Run 1, metal 4:
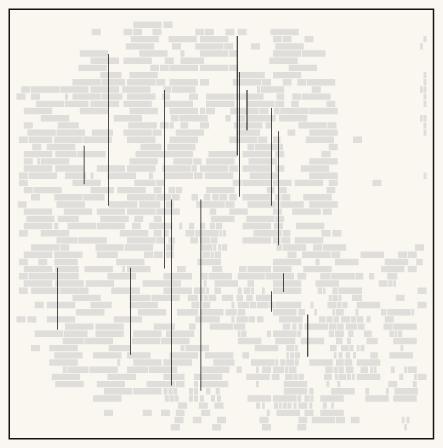
Run 1, metal layers overlaid:
Only two layers are drawn.
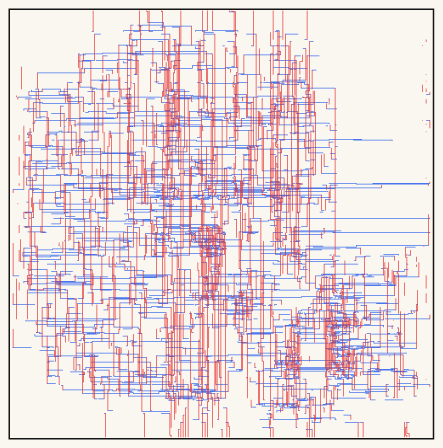
Run 1, routing congestion map:
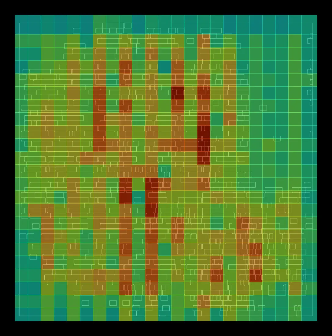
==> src/rtl/timetag_byte_serializer.sv <==
// Buffers fixed-width timetag records and serializes them MSB-first into the FX2 byte stream.
// Define TIMETAG_SERIALIZER_LOSS_CNT_EN to count records dropped on a full buffer.
module timetag_byte_serializer #(
  parameter int REC_BYTES = 6,
  parameter int DEPTH     = 4
) (
  input  logic                   fx2_clk,
  input  logic                   fx2_rst_n,
  input  logic [8*REC_BYTES-1:0] rec_data,
  input  logic                   rec_wr,
  output logic                   rec_full,
  input  logic                   capture_en,
  output logic [7:0]             fpga_word,
  output logic                   fpga_word_avail,
  input  logic                   fpga_word_accepted,
  input  logic                   request_length,
  output logic [15:0]            length,
  output logic [15:0]            lost_count
);

  localparam int RW   = 8 * REC_BYTES;
  localparam int AW   = $clog2(DEPTH);
  localparam int IW   = $clog2(REC_BYTES);
  localparam int LAST = REC_BYTES - 1;

  localparam logic [AW:0]   FULL_CNT = DEPTH[AW:0];
  localparam logic [AW:0]   PTR_ONE  = 1;
  localparam logic [IW-1:0] LAST_IDX = LAST[IW-1:0];
  localparam logic [IW-1:0] IDX_ONE  = 1;

  function automatic logic [15:0] sat_inc(input logic [15:0] v, input logic inc);
    if (inc && (v != 16'hFFFF)) return v + 16'd1;
    return v;
  endfunction

  logic [RW-1:0] mem [DEPTH];
  logic [AW:0]   wr_ptr;
  logic [AW:0]   rd_ptr;
  logic [AW:0]   count;
  logic [IW-1:0] byte_idx;
  logic [15:0]   byte_cnt;
  logic [15:0]   len_q;
  logic [RW-1:0] head;
  logic [7:0]    head_byte;
  logic          wr_en;
  logic          acc;
  logic          last_byte;

  assign count           = wr_ptr - rd_ptr;
  assign rec_full        = (count == FULL_CNT);
  assign fpga_word_avail = (count != '0);
  assign wr_en           = rec_wr && capture_en && !rec_full;
  assign acc             = fpga_word_accepted && fpga_word_avail;
  assign last_byte       = (byte_idx == LAST_IDX);
  assign head            = mem[rd_ptr[AW-1:0]];
  assign length          = len_q;

  always_comb begin
    head_byte = 8'h00;
    for (int i = 0; i < REC_BYTES; i++) begin
      if (byte_idx == i[IW-1:0]) head_byte = head[RW-1-8*i -: 8];
    end
  end

  // Empty buffer must present 0x00 rather than whatever stale entry the read pointer lands on.
  assign fpga_word = fpga_word_avail ? head_byte : 8'h00;

  always_ff @(posedge fx2_clk) begin
    if (wr_en) mem[wr_ptr[AW-1:0]] <= rec_data;
  end

  always_ff @(posedge fx2_clk or negedge fx2_rst_n) begin
    if (!fx2_rst_n) begin
      wr_ptr   <= '0;
      rd_ptr   <= '0;
      byte_idx <= '0;
      byte_cnt <= '0;
      len_q    <= '0;
    end else begin
      if (wr_en) wr_ptr <= wr_ptr + PTR_ONE;
      if (acc) begin
        if (last_byte) begin
          byte_idx <= '0;
          rd_ptr   <= rd_ptr + PTR_ONE;
        end else begin
          byte_idx <= byte_idx + IDX_ONE;
        end
      end
      // A byte accepted alongside the snapshot pulse belongs to the closing packet.
      if (request_length) begin
        len_q    <= sat_inc(byte_cnt, acc);
        byte_cnt <= '0;
      end else begin
        byte_cnt <= sat_inc(byte_cnt, acc);
      end
    end
  end

`ifdef TIMETAG_SERIALIZER_LOSS_CNT_EN
  logic        drop;
  logic [15:0] lost_q;

  assign drop       = rec_wr && capture_en && rec_full;
  assign lost_count = lost_q;

  always_ff @(posedge fx2_clk or negedge fx2_rst_n) begin
    if (!fx2_rst_n) lost_q <= '0;
    else            lost_q <= sat_inc(lost_q, drop);
  end
`else
  assign lost_count = 16'h0000;
`endif

endmodule
==> config.mk <==
export PLATFORM = sky130hd
export DESIGN_NAME = timetag_byte_serializer
export DESIGN_NICKNAME = d
export VERILOG_FILES = /design/src/rtl/timetag_byte_serializer.sv
export SDC_FILE = /design/constraint.sdc
export NUM_CORES = 1
export LEC_CHECK = 0
export CORE_AREA = 2 2 158 160
export DETAILED_ROUTE_END_ITERATION = 8
export DIE_AREA = 0 0 160 162
export PLACE_DENSITY = 0.59
export SYNTH_ARGS = -nofsm -noshare
export SYNTH_HDL_FRONTEND = slang
export SYNTH_SLANG_ARGS = --single-unit
==> constraint.sdc <==
create_clock -name fx2_clk -period 4.9 [get_ports fx2_clk]
set_input_delay 1.225 -clock fx2_clk [delete_from_list [all_inputs] [get_ports fx2_clk]]
set_output_delay 1.225 -clock fx2_clk [all_outputs]
set_load 0.03 [all_outputs]
==> results.txt, run 1 <==
Numbers from the implementation run.

The final-layout setup total negative slack is 0 ns. The clock edge transition at the registers on the reported setup and hold paths is around 0.060 ns. The tree built by TritonCTS fans out to 233 sinks. The residual overflow from global routing is 0. The library cell used as clock root buffer is sky130_fd_sc_hd__clkbuf_16. The synthesis log from Yosys contains 0 warnings. Yosys shows that the main logic family after synthesis is multiplexers. The design area is around 12000 um^2. The number of logic inverters in the finished layout is 8. At the pin with the least slew margin, the transition time is between 0.9 and 1 ns. Per Yosys stat, the portion of area used by sequential elements is 0.708. The routed length on met1 is around 8.5 mm.

Of the total synthesized cell area, the portion taken by AND-OR and OR-AND cells is 0.0720. The CTS tree is built. According to the floorplan report, the total die area is about 26000 um^2. The flow inserted 324 tap cells. The peak supply drop is around 350 uV.

The cell with the biggest individual delay on the critical path is sky130_fd_sc_hd__dfrtp_4. The flow ran to the end, and the final reports show no timing, DRC or antenna violations. The number of fill cells in the layout is 2069.

The count of placed standard cells in the final layout, fillers left out is ~1.0k. The critical path capture point is fpga_word[1]. The post-CTS repair timing setup buffer count is 0. The row count is between 50 and 60. The wire length of the first global-routing pass is around 30 mm. The worst setup skew after layout is around 0.016 ns. The power density relative to cell area is approximately 570 nW/um^2. The report counts max-capacitance violations totalling 0.

The category of the worst setup path capture point is an output pin. The kind of cell with the highest combined delay along the critical path is AND-OR/OR-AND gates. The cell-mix breakdown from Yosys lists the simple-gate area share as 0.0487. For the worst reg-to-reg path, the startpoint reported by OpenROAD is rd_ptr[1]. In this run the number of H-tree levels came out at 1.

Looking at hold timing, the worst path starts from length[12]. The height of the die is ~160 um. Routing resource usage on met1 recorded by global route was 0.198. Signal nets in the final route climb as high as met4. The data arrival time of the critical path is 3.33 ns. The number of enable flip-flop cells is around 190. The I/O pin count is between 90 and 100.
Notes on 'metal 4' above:
The longest straight run is 72.1 um. The wires run mostly vertical. The layer holds 2.8% of the routed length.
vias: 5201
total wire length after detailed routing: 19.8 mm

Notes on 'metal layers overlaid' above:
Key: blue = met1 [wire length 8510 um]; red = met2 [wire length 9810 um]

Notes on 'routing congestion map' above:
most crowded layer after global routing: met2
fraction of met3 tracks used by global routing: 0.0283
global routing usage summed across all routing layers: 0.152
final routed wire length divided by cell count: 19.8 um
fraction of met2 tracks used by global routing: 0.259

[run 1: sequential cells by signal, indices dropped and copies added (netlist names)]
| signal | count |
|---|---|
| mem | 192 |
| byte_cnt | 16 |
| length | 16 |
| byte_idx | 3 |
| rd_ptr | 3 |
| wr_ptr | 3 |
[run 1: cell usage in the layout (no fill, tap or decap), types with 4 or more instances in the layout]
cell / netlist / layout
sky130_fd_sc_hd__a21oi_1: 21 / 21
sky130_fd_sc_hd__and2_2: 0 / 4
sky130_fd_sc_hd__buf_4: 16 / 8
sky130_fd_sc_hd__clkbuf_1: 8 / 4
sky130_fd_sc_hd__clkbuf_16: 0 / 25
sky130_fd_sc_hd__clkdlybuf4s50_1: 0 / 78
sky130_fd_sc_hd__clkinv_2: 0 / 10
sky130_fd_sc_hd__conb_1: 1 / 16
sky130_fd_sc_hd__dfrtp_1: 41 / 39
sky130_fd_sc_hd__edfxtp_1: 192 / 192
sky130_fd_sc_hd__ha_1: 9 / 9
sky130_fd_sc_hd__inv_1: 8 / 8
sky130_fd_sc_hd__mux2i_1: 50 / 50
sky130_fd_sc_hd__mux4_2: 24 / 24
sky130_fd_sc_hd__nand2_1: 16 / 16
sky130_fd_sc_hd__nand3_1: 6 / 6
sky130_fd_sc_hd__nor2_1: 26 / 26
sky130_fd_sc_hd__nor2b_1: 4 / 4
sky130_fd_sc_hd__nor3_1: 7 / 7
sky130_fd_sc_hd__o2111ai_1: 8 / 8
sky130_fd_sc_hd__o21ai_0: 11 / 11
sky130_fd_sc_hd__o221ai_1: 8 / 8
sky130_fd_sc_hd__o22a_1: 16 / 16
sky130_fd_sc_hd__o22ai_1: 8 / 8
sky130_fd_sc_hd__o31ai_1: 11 / 11
sky130_fd_sc_hd__xnor2_1: 5 / 5
sky130_fd_sc_hd__xor2_1: 9 / 9
[run 1: cell families (layout without fill, tap and decap cells)]
logic type	Yosys count	count (layout)
muxes	77	77
AOI/OAI and AO/OA	96	96
DFF	233	233
buffers and inverters	54	144
other	1	16
adders and majority gates	9	9
xor gates and xnor gates	16	16
and+or+nand+nor	88	88
[run 1: Yosys cell counts (all sizes together), types with 6 or more instances]
| library cell | number | share of area |
|---|---|---|
| a21oi | 21 | 0.011 |
| and2 | 7 | 0.0046 |
| buf | 38 | 0.023 |
| clkbuf | 8 | 0.0031 |
| dfrtp | 41 | 0.11 |
| edfxtp | 192 | 0.60 |
| ha | 9 | 0.012 |
| inv | 8 | 0.0031 |
| mux2i | 50 | 0.052 |
| mux4 | 24 | 0.056 |
| nand2 | 16 | 0.0063 |
| nand3 | 6 | 0.0031 |
| nor2 | 26 | 0.010 |
| nor3 | 7 | 0.0037 |
| o2111ai | 8 | 0.0073 |
| o21ai | 12 | 0.0067 |
| o221ai | 8 | 0.0073 |
| o22a | 16 | 0.015 |
| o22ai | 8 | 0.0052 |
| o31ai | 11 | 0.0086 |
| xnor2 | 7 | 0.0091 |
| xor2 | 9 | 0.0082 |
[run 1: power by group]
group	internal [mW]	total (mW)	switching, mW
Clock	1.05	1.79	0.743
Combinational	0.897	2.18	1.28
Sequential	2.42	2.57	0.149
==> run 2, diff against run 1 <==
SETUP_SLACK_MARGIN = 0.05   (was default)
TNS_END_PERCENT = 100   (was default)
Run 2, metal layers overlaid:
Only two layers are drawn.
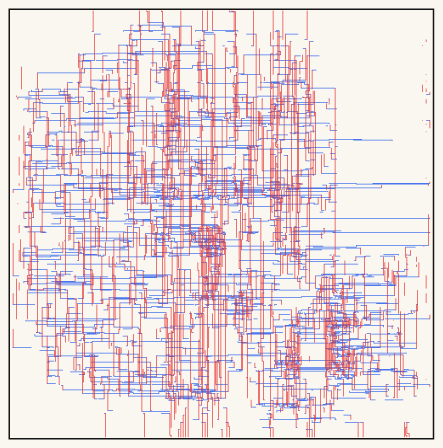
Key: red = met2 [wire length 9810 um]; blue = met1 [wire length 8510 um]

Run 2, a small window of the routed layout:
Window x 108 to 133, y 28 to 53 um. Cells in gray, sequential cells in the stronger gray; small squares are vias.
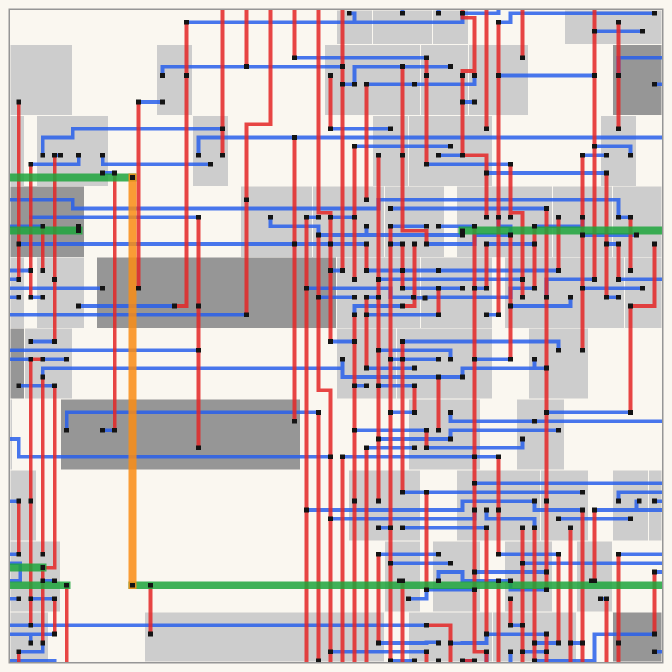
Key: blue = met1; red = met2; green = met3; orange = met4
Most frequent: nor3_1 (6), nand2_1 (4), o2111ai_1 (4). Netlist names of flops here include byte_cnt (1), length (1). Sequential cells in the window: 2. 42 logic cells have their middle in the window.

Run 2, metal 4:
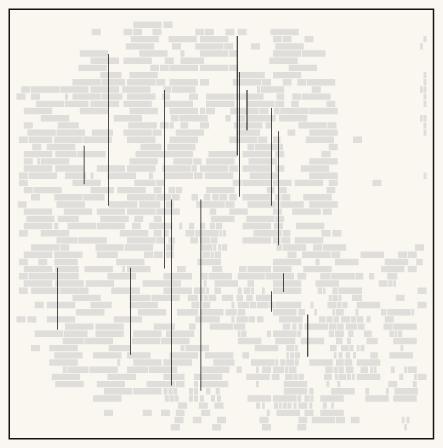
The wires run mostly vertical. The longest straight run is 72.1 um. 8 nets have wire on it. The layer holds 2.8% of the routed length.

==> run 2 against run 1 <==
  * Critical path depth did not move
  * Routed wire length did not move
  * Register-to-register slack barely moved
  * Synthesized cell count did not move
  * Clock skew did not move
==> results.txt, run 2 <==
Numbers from the implementation run.

The number of enable flip-flop cells is 192 (unchanged). The share of the synthesized area in the top cell type is 0.601 (unchanged). The cell type with the highest aggregate area in the netlist is sky130_fd_sc_hd__edfxtp_1 (unchanged).

The combined global-route utilization of all metal layers is 0.152 (unchanged). The routed length on met1 is 8.51 mm (unchanged). The number of fill cells in the layout is 2069 (unchanged).

The transition time of the tightest slew-check pin was 0.934 ns (unchanged). The data arrival time of the critical path is 3.33 ns (about the same). The number of warnings issued by yosys is 0 (unchanged).

The clock network power share was 0.274 (about the same). The library cell used as clock root buffer was sky130_fd_sc_hd__clkbuf_16 (unchanged). The power density relative to cell area is 568 nW/um^2 (unchanged). The height of the die was 162 um (unchanged).

Result of the run: finished clean (unchanged). The peak supply drop was 346 uV (unchanged). The part of the power in combinational logic came to 0.333 (about the same). The switching share of total power was 0.333 (unchanged). The row count was 57 (unchanged). The wire length per cell after detailed routing was 19.8 um (unchanged). The sequential share of power is 0.393 (about the same). The total number of vias is 5201 (unchanged). The count of placed standard cells in the final layout, fillers left out was 1003 (unchanged). The full die area is 25900 um^2 (unchanged). The tally of max-capacitance violations is 0 (unchanged). The final-layout setup total negative slack is 0 ns (unchanged).

The sequential fraction of the synthesis area is 0.708 (unchanged). The number of sinks on the clock net was 233 (unchanged). The flip-flop count of the largest register, all copies and words added is 192 (unchanged). The wire length of the first global-routing pass is 30.3 mm (unchanged). The H-tree depth reported by CTS was 1 (unchanged).
## run 2: cell type report
cell class	count	share of cell area
Tap cell	324	0.0352
Clock buffer	29	0.0557
Sequential cell	233	0.591
Timing Repair Buffer	90	0.0787
Clock inverter	17	0.0129
Multi-Input combinational cell	302	0.224
Inverter	8	0.00261
## run 2: critical path, cell delays in order (launching register included)
cell,delay [ns]
sky130_fd_sc_hd__dfrtp_4,0.69
sky130_fd_sc_hd__buf_12,0.27
sky130_fd_sc_hd__mux2i_1,0.22
sky130_fd_sc_hd__o22a_1,0.15
sky130_fd_sc_hd__o221ai_1,0.15
sky130_fd_sc_hd__o31ai_1,0.54
sky130_fd_sc_hd__a21oi_1,0.15
sky130_fd_sc_hd__clkdlybuf4s50_1,0.61
## run 2: cells by family (layout without fill, tap and decap cells)
logic type,after synthesis,in the layout,share of synthesized area
mux,77,77,0.112
flops,233,233,0.708
compound gates,96,96,0.0720
simple gates,88,88,0.0487
xor+xnor,16,16,0.0174
fa+ha+maj,9,9,0.0117
other cells,1,16,0.000391
buf+inv,54,144,0.0296
## run 2: per-stage QoR
stage	total power [mW]	hold WS, ns	setup slack (ns)	instance area [um^2]	utilization
after detailed placement	4.83	0.496	0.803	10700	0.444
final	6.54	0.506	0.349	11500	0.477
after global placement	4.79	0.502	0.846	10700	0.444
after global routing	6.84	0.546	0.107	11500	0.477
after floorplan	4.02	0.492	0.654	9650	-
after CTS	6.62	0.510	0.254	11500	0.477
## run 2: metal layers
layer  GRT usage  vias to the layer above
met5           0                        -
met4      0.0463                        0
met3      0.0283                       33
met2       0.259                      144
met1       0.198                     2614
li1            -                     2410
## run 2: final timing paths
path,start,endpoint,slack (ns),depth (start not counted)
setup / recovery,rd_ptr[1],fpga_word[1],0.35,7
hold / removal,length[12],length[12],0.51,2
setup reg to reg,rd_ptr[1],mem[3][41],1.63,7
hold reg to reg,length[12],length[12],0.51,2
max in group asynchronous,fx2_rst_n,rd_ptr[1],3.36,1
min in group asynchronous,fx2_rst_n,length[9],0.85,1
## run 2: power by group through the flow
stage | sequential [mW] | clock, mW | combinational, mW
CTS | 2.57 | 1.83 | 2.22
global route | 2.59 | 1.91 | 2.33
global placement | 2.59 | 0 | 2.20
floorplan | 2.55 | 0 | 1.47
finish | 2.57 | 1.79 | 2.18
detailed placement | 2.61 | 0 | 2.22
==> run 3, diff against run 2 <==
CORE_AREA = 5 5 161 163   (was 2 2 158 160)
DIE_AREA = 0 0 166 168   (was 0 0 160 162)
HOLD_SLACK_MARGIN = 0.05   (was default)
Run 3, power grid:
Bar = 50 um. Pins as bars on the die edge. Tap cells in gray.
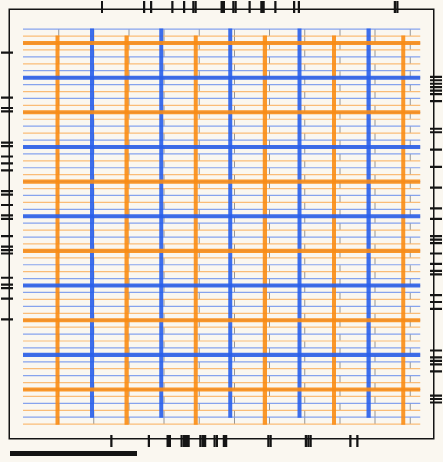
Key: orange = VSS; blue = VDD
11 straps on met4. 324 tap cells.
vertical die size: 168 um
area of the core region: 24200 um^2
Worst IR Drop VDD: 343 uV

Run 3, metal 4:
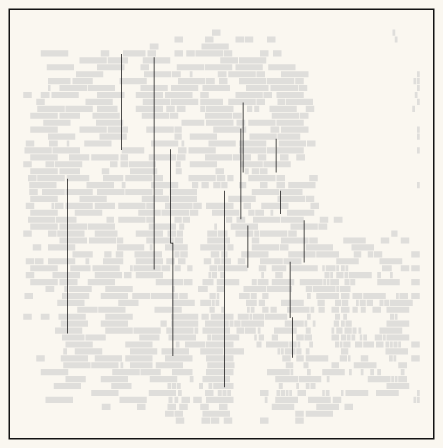
6 nets have wire on it. The longest straight run is 83.0 um. The layer holds 2.5% of the routed length.
total wire length after detailed routing: 19.5 mm
vias: 5141

Run 3, metal layers overlaid:
Only two layers are drawn.
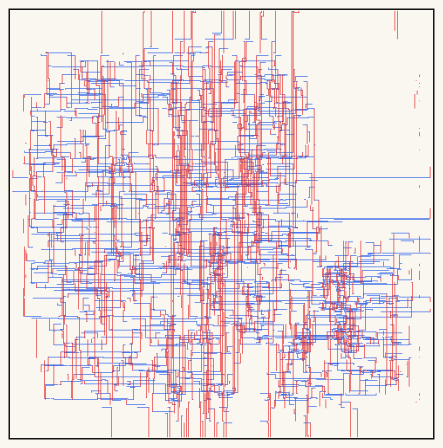
Key: red = met2 [wire length 9740 um]; blue = met1 [wire length 8230 um]

==> run 3 against run 2 <==
  * First-iteration DRC count is 41% higher
  * Critical path depth is 1 lower
  * Clock power hardly changed
  * Area after synthesis stayed put
  * Final area is 0.11% higher
  * Final cell count stayed put
  * Combinational power is 2% lower
  * Maximum frequency is 2.0% lower
  * Critical endpoint is now fpga_word[4]
==> results.txt, run 3 <==
Numbers from the implementation run.

The launch point of the worst path is rd_ptr[0] (was rd_ptr[1]). Top post-synthesis cells by count: sky130_fd_sc_hd__edfxtp_1, sky130_fd_sc_hd__mux2i_1, sky130_fd_sc_hd__dfrtp_1, sky130_fd_sc_hd__nor2_1, sky130_fd_sc_hd__mux4_2 (unchanged). The sequential fraction of the synthesis area is 0.708 (unchanged). The sequential share of power came to 0.396 (was 0.393). The wire length of the first global-routing pass is 30.8 mm (was 30.3 mm). The tally of max-capacitance violations is 0 (unchanged). The CTS tree is built (unchanged). The leading cell type by number of instances after synthesis was sky130_fd_sc_hd__edfxtp_1 (unchanged). The cell type with the highest aggregate area in the netlist was sky130_fd_sc_hd__edfxtp_1 (unchanged).

The combined global-route utilization of all metal layers was 0.140 (was 0.152). The worst setup skew after layout is 0.0147 ns (was 0.0158 ns). The clock edge transition at the registers on the reported setup and hold paths came to 0.06 ns (about the same). The total internal power is 4.37 mW (was 4.36 mW).

The switching power total was 2.15 mW (was 2.18 mW). The row count came to 57 (unchanged). The H-tree depth reported by CTS is 1 (unchanged). The critical path capture point is fpga_word[4] (was fpga_word[1]). The number of fill cells in the layout is 2065 (was 2069). The cell count of the worst reg-to-reg path is 7 (unchanged). The number of warnings issued by yosys was 0 (unchanged). The category of the worst setup path capture point is an output pin (unchanged). The number of enable flip-flop cells is 192 (unchanged). The design area is 11500 um^2 (about the same). The share of synthesized cell area in and, or, nand and nor gates is 0.0487 (unchanged). The I/O pin count is 96 (unchanged). The endpoint of the most critical register-to-register path was mem[2][47] (was mem[3][41]). The instance area after placement was 10700 um^2 (about the same). The post-synthesis share of cell area spent on xor and xnor gates is 0.0174 (unchanged).

The transition time of the tightest slew-check pin is 0.931 ns (was 0.934 ns). The mux contribution to synthesized area is 0.112 (unchanged). The flip-flop count of the largest register, all copies and words added is 192 (unchanged). The share of synthesized cell area in and-or and or-and compound cells is 0.0720 (unchanged).

The data arrival time of the critical path is 3.42 ns (was 3.33 ns). The adder-cell share of the synthesized area is 0.0117 (unchanged). Result of the run: finished clean (unchanged). The post-CTS repair timing setup buffer count came to 0 (unchanged). The worst reg-to-reg setup slack is 1.57 ns (was 1.63 ns). The power density relative to cell area was 566 nW/um^2 (was 568 nW/um^2). The full die area is 27900 um^2 (was 25900 um^2). The final hold slack came to 0.514 ns (was 0.506 ns). The wire length per cell after detailed routing is 19.4 um (was 19.8 um).

The part of the power in combinational logic came to 0.329 (was 0.333). The biggest combinational cell group after synthesis is multiplexers (unchanged). The residual overflow from global routing came to 0 (unchanged). The final-layout setup total negative slack is 0 ns (unchanged).

The share of the synthesized area in the top cell type is 0.601 (unchanged).
run 3: routing by layer:
layer,up-vias,part of all wire,global-route usage
li1,2413,-,-
met1,2561,0.42,0.183
met2,133,0.50,0.239
met3,34,0.052,0.0277
met4,0,0.025,0.0402
met5,-,0,0
run 3: metrics by stage:
stage	total power, mW	utilization	cells	worst slack (ns)
2_1_floorplan	4.02	-	589	0.654
3_5_place_dp	4.81	0.444	957	0.740
4_1_cts	6.62	0.476	1003	0.171
3_3_place_gp	4.78	0.444	957	0.796
5_1_grt	6.84	0.476	1003	0.0855
6_report	6.51	0.476	1003	0.255
run 3: final cells by class:
type / count / area, um^2 / share of cell area
sequential: 233 / 6800 / 0.590
multi-input combinational: 302 / 2580 / 0.224
timing repair buffer: 90 / 918 / 0.0797
clock buffer: 30 / 644 / 0.0560
tap: 324 / 405 / 0.0352
clock inverter: 16 / 145 / 0.0126
inverter: 8 / 30.0 / 0.00261
run 3: worst min-delay path by stage:
stage | start | endpoint | slack [ns] | depth (start not counted)
finish | length[15] | length[15] | 0.51 | 1
global route | length[15] | length[15] | 0.55 | 1
CTS | length[15] | length[15] | 0.52 | 1
detailed placement | length[15] | length[15] | 0.51 | 1
global placement | length[12] | length[12] | 0.50 | 2
floorplan | wr_ptr[2] | wr_ptr[2] | 0.49 | 1
run 3: logic make-up (layout without fill, tap and decap cells):
kind of cell	count (synthesis)	in the layout
AND/OR/NAND/NOR	88	88
AND-OR/OR-AND	96	96
XOR/XNOR	16	16
other	1	16
flip-flops	233	233
buffers and inverters	54	144
multiplexers	77	77
adder cells (fa/ha/maj)	9	9
run 3: worst max-delay path, cell delays in order, from the launching register on:
cell and delay (ns):
sky130_fd_sc_hd__dfrtp_2 0.67, sky130_fd_sc_hd__or4b_2 0.80, sky130_fd_sc_hd__o22a_1 0.27, sky130_fd_sc_hd__o221ai_1 0.08, sky130_fd_sc_hd__o31ai_1 0.18, sky130_fd_sc_hd__a21oi_1 0.20
sky130_fd_sc_hd__clkdlybuf4s50_1 0.69
run 3: power groups by stage:
stage | Clock [mW] | Combinational [mW] | Sequential (mW)
2_1_floorplan | 0 | 1.47 | 2.55
3_3_place_gp | 0 | 2.16 | 2.61
3_5_place_dp | 0 | 2.18 | 2.63
4_1_cts | 1.84 | 2.19 | 2.59
5_1_grt | 1.93 | 2.29 | 2.62
6_report | 1.79 | 2.14 | 2.58
Power figures rest on the tool's default switching activity, not on a simulated workload.
